Fig. 1: congestion heat map
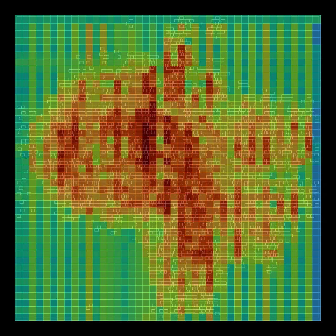
Fig. 2: wiring heat map
Scale: 1 px per um. 30 x 30 tiles, from dark blue (low) to red (high), scaled to the fullest tile. Values are wire area over tile area, all layers added.
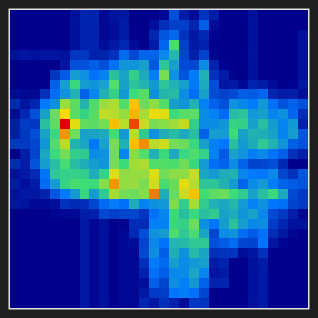
--- src/rtl/mpt_plb.sv ---
// mpt_plb: fully-associative Protection Lookaside Buffer caching MPT walk
// results (SDID, SPA tag, page size, 2-bit permission).
//
// Ports:
//   clk_i, rst_ni            clock, synchronous active-low reset
//   lookup_*_i               lookup request (sdid, spa, access type)
//   lookup_*_o               registered result one cycle after the request:
//                            valid, hit, cached perm, access allowed
//   update_*_i               install/refresh an entry from the MPT walker
//   flush_i, flush_sdid_*    global or per-SDID invalidation
//   occupancy_o              registered count of valid entries
module mpt_plb #(
  parameter int unsigned NUM_ENTRIES = 8,
  parameter int unsigned PLEN        = 56,
  parameter int unsigned SDID_LEN    = 6
) (
  input  logic                               clk_i,
  input  logic                               rst_ni,
  input  logic                               lookup_valid_i,
  input  logic [SDID_LEN-1:0]                lookup_sdid_i,
  input  logic [PLEN-1:0]                    lookup_spa_i,
  input  logic [1:0]                         lookup_access_i,
  output logic                               lookup_valid_o,
  output logic                               lookup_hit_o,
  output logic [1:0]                         lookup_perm_o,
  output logic                               lookup_allowed_o,
  input  logic                               update_valid_i,
  input  logic [SDID_LEN-1:0]                update_sdid_i,
  input  logic [PLEN-1:0]                    update_spa_i,
  input  logic [1:0]                         update_size_i,
  input  logic [1:0]                         update_perm_i,
  input  logic                               flush_i,
  input  logic                               flush_sdid_en_i,
  input  logic [SDID_LEN-1:0]                flush_sdid_i,
  output logic [$clog2(NUM_ENTRIES+1)-1:0]   occupancy_o
);

  localparam int unsigned TAG_W = PLEN - 12;
  localparam int unsigned PTR_W = $clog2(NUM_ENTRIES);
  localparam int unsigned OCC_W = $clog2(NUM_ENTRIES + 1);

  logic [NUM_ENTRIES-1:0] valid_q, valid_d;
  logic [SDID_LEN-1:0]    sdid_q [NUM_ENTRIES];
  logic [TAG_W-1:0]       tag_q  [NUM_ENTRIES];
  logic [1:0]             size_q [NUM_ENTRIES];
  logic [1:0]             perm_q [NUM_ENTRIES];
  logic [PTR_W-1:0]       rr_q, rr_d;

  logic [TAG_W-1:0] lk_tag, up_tag;
  logic             lk_hit;
  logic [1:0]       lk_perm;
  logic             up_match, up_free;
  logic [PTR_W-1:0] up_match_idx, up_free_idx;
  logic             wr_en;
  logic [PTR_W-1:0] wr_idx;
  logic             lk_report;

  // Page-offset bits of the SPA carry no tag information.
  logic unused_spa_ok;
  assign unused_spa_ok = &{1'b0, lookup_spa_i[11:0], update_spa_i[11:0]};

  assign lk_tag = lookup_spa_i[PLEN-1:12];
  assign up_tag = update_spa_i[PLEN-1:12];

  // Tag bits that take part in the compare for a given page size.
  function automatic logic [TAG_W-1:0] size_mask(input logic [1:0] size);
    int unsigned lo;
    case (size)
      2'b01:   lo = 9;
      2'b10:   lo = 18;
      default: lo = 0;
    endcase
    return {TAG_W{1'b1}} << lo;
  endfunction

  function automatic logic access_ok(input logic [1:0] access, input logic [1:0] perm);
    case (access)
      2'b01:   return perm != 2'b00;
      2'b10:   return perm[1];
      2'b11:   return perm[0];
      default: return 1'b0;
    endcase
  endfunction

  function automatic logic [OCC_W-1:0] popcount(input logic [NUM_ENTRIES-1:0] v);
    logic [OCC_W-1:0] n;
    n = '0;
    for (int unsigned i = 0; i < NUM_ENTRIES; i++)
      if (v[i]) n = n + OCC_W'(1);
    return n;
  endfunction

  // Lookup: first matching entry in index order wins.
  always_comb begin
    lk_hit  = 1'b0;
    lk_perm = '0;
    for (int unsigned i = 0; i < NUM_ENTRIES; i++) begin
      if (!lk_hit && valid_q[i] && (sdid_q[i] == lookup_sdid_i) &&
          (((tag_q[i] ^ lk_tag) & size_mask(size_q[i])) == '0)) begin
        lk_hit  = 1'b1;
        lk_perm = perm_q[i];
      end
    end
  end

  // Update candidates: an identical existing entry, and the lowest free slot.
  always_comb begin
    up_match     = 1'b0;
    up_match_idx = '0;
    up_free      = 1'b0;
    up_free_idx  = '0;
    for (int unsigned i = 0; i < NUM_ENTRIES; i++) begin
      if (!up_match && valid_q[i] && (sdid_q[i] == update_sdid_i) &&
          (size_q[i] == update_size_i) &&
          (((tag_q[i] ^ up_tag) & size_mask(update_size_i)) == '0)) begin
        up_match     = 1'b1;
        up_match_idx = PTR_W'(i);
      end
      if (!up_free && !valid_q[i]) begin
        up_free     = 1'b1;
        up_free_idx = PTR_W'(i);
      end
    end
  end

  // Next-state of valid bits / round-robin pointer; flush pre-empts update.
  always_comb begin
    valid_d = valid_q;
    rr_d    = rr_q;
    wr_en   = 1'b0;
    wr_idx  = '0;
    if (flush_i) begin
      for (int unsigned i = 0; i < NUM_ENTRIES; i++)
        if (!flush_sdid_en_i || (sdid_q[i] == flush_sdid_i)) valid_d[i] = 1'b0;
    end else if (update_valid_i && (update_size_i != 2'b11)) begin
      wr_en = 1'b1;
      if (up_match) begin
        wr_idx = up_match_idx;
      end else if (up_free) begin
        wr_idx = up_free_idx;
      end else begin
        wr_idx = rr_q;
        rr_d   = (rr_q == PTR_W'(NUM_ENTRIES - 1)) ? '0 : rr_q + PTR_W'(1);
      end
      valid_d[wr_idx] = 1'b1;
    end
  end

  assign lk_report = lookup_valid_i && !flush_i && lk_hit;

  always_ff @(posedge clk_i) begin
    if (!rst_ni) begin
      valid_q          <= '0;
      rr_q             <= '0;
      occupancy_o      <= '0;
      lookup_valid_o   <= 1'b0;
      lookup_hit_o     <= 1'b0;
      lookup_perm_o    <= '0;
      lookup_allowed_o <= 1'b0;
    end else begin
      valid_q          <= valid_d;
      rr_q             <= rr_d;
      occupancy_o      <= popcount(valid_d);
      lookup_valid_o   <= lookup_valid_i;
      lookup_hit_o     <= lk_report;
      lookup_perm_o    <= lk_report ? lk_perm : 2'b00;
      lookup_allowed_o <= lk_report && access_ok(lookup_access_i, lk_perm);
    end
  end

  // Payload needs no reset; an in-place refresh rewrites identical key fields.
  always_ff @(posedge clk_i) begin
    if (wr_en) begin
      sdid_q[wr_idx] <= update_sdid_i;
      tag_q[wr_idx]  <= up_tag & size_mask(update_size_i);
      size_q[wr_idx] <= update_size_i;
      perm_q[wr_idx] <= update_perm_i;
    end
  end

endmodule

--- config.mk ---
export PLATFORM = sky130hd
export DESIGN_NAME = mpt_plb
export DESIGN_NICKNAME = d
export VERILOG_FILES = /design/src/rtl/mpt_plb.sv
export SDC_FILE = /design/constraint.sdc
export NUM_CORES = 1
export LEC_CHECK = 0
export ABC_AREA = 0
export ABC_CLOCK_PERIOD_IN_PS = 12900
export CAP_MARGIN = 15
export CORE_MARGIN = 1.5
export CORE_UTILIZATION = 30
export DETAILED_ROUTE_END_ITERATION = 8
export GPL_ROUTABILITY_DRIVEN = 0
export SYNTH_ARGS = -nofsm -noshare
export SYNTH_HDL_FRONTEND = slang
export SYNTH_SLANG_ARGS = --single-unit
--- constraint.sdc ---
create_clock -name clk_i -period 12.9 [get_ports clk_i]
set_input_delay 1.935 -clock clk_i [delete_from_list [all_inputs] [get_ports clk_i]]
set_output_delay 1.935 -clock clk_i [all_outputs]
set_load 0.05 [all_outputs]
==> results.toml <==
# synthesis and place-and-route metrics
[setup_path]
crit_path_end = "occupancy_o[3]"
crit_start = "update_size_i[1]"
critPathSlowestCell = "ha_1"
path_class = "input port to register"
rr_endpoint = "occupancy_o[3]"
crit_arrival_ns = 10.43

[yosys]
ys_warn_count = 0
ys_cells = 2131
syn_avg_cell_area_um2 = 12.3
ys_seq_frac = 0.512
flop_cell = "edfxtp_1"
syn_nets = 2301
logic_family = "XOR/XNOR gates"

[layout]
finalNetCount = 2398
largestRegisters = "tag_q: 352 flops, sdid_q: 48 flops"
final-nonclk-buf-share = 0.0506
utilization = 0.350
n_all_inverters = 35
nMultiInputCombCells = 1526
buffers = 162

[clock_network]
cts_hold_buffers = 0
clkSinkCount = 452
cts.reportedPaths.clkPinSlew_ns = 0.06
cts-htree-levels = 2
cts_max_path_buffers = 3

[run]
drv_cap = 0
warning_count = 61

[routing]
wl_met2_mm = 41.0
via_per_inst = 5.27

[global_route]
antenna_found_initial = 3
gr-usage-met3 = 0.0465
grt_pass1_wl_mm = 128

[floorplanning]
die_w_um = 298
initCoreUtil = 0.302
nWellTaps = 1155

[pwr]
clock_power_share = 0.424
p_seq_mw = 1.63

[final_timing]
max_slew_margin = 0.210
setup_tns_ns = 0

[outcome]
status = "completed"

[hold_path]
holdPathEnd = "rr_q[0]"
-- Fig. 1 (at the start) --
post-DR wirelength/cell: 26.3 um
met1 Usage GRT: 0.258

-- Fig. 2 (at the start) --
The densest ninth of the die: middle. The fullest tile reaches 0.82. 12% of the tiles are over half the peak. 29% of the tiles are nearly empty.
routed wire length: 90.1 mm
Total Routing Usage GR: 0.198
vias: 18100

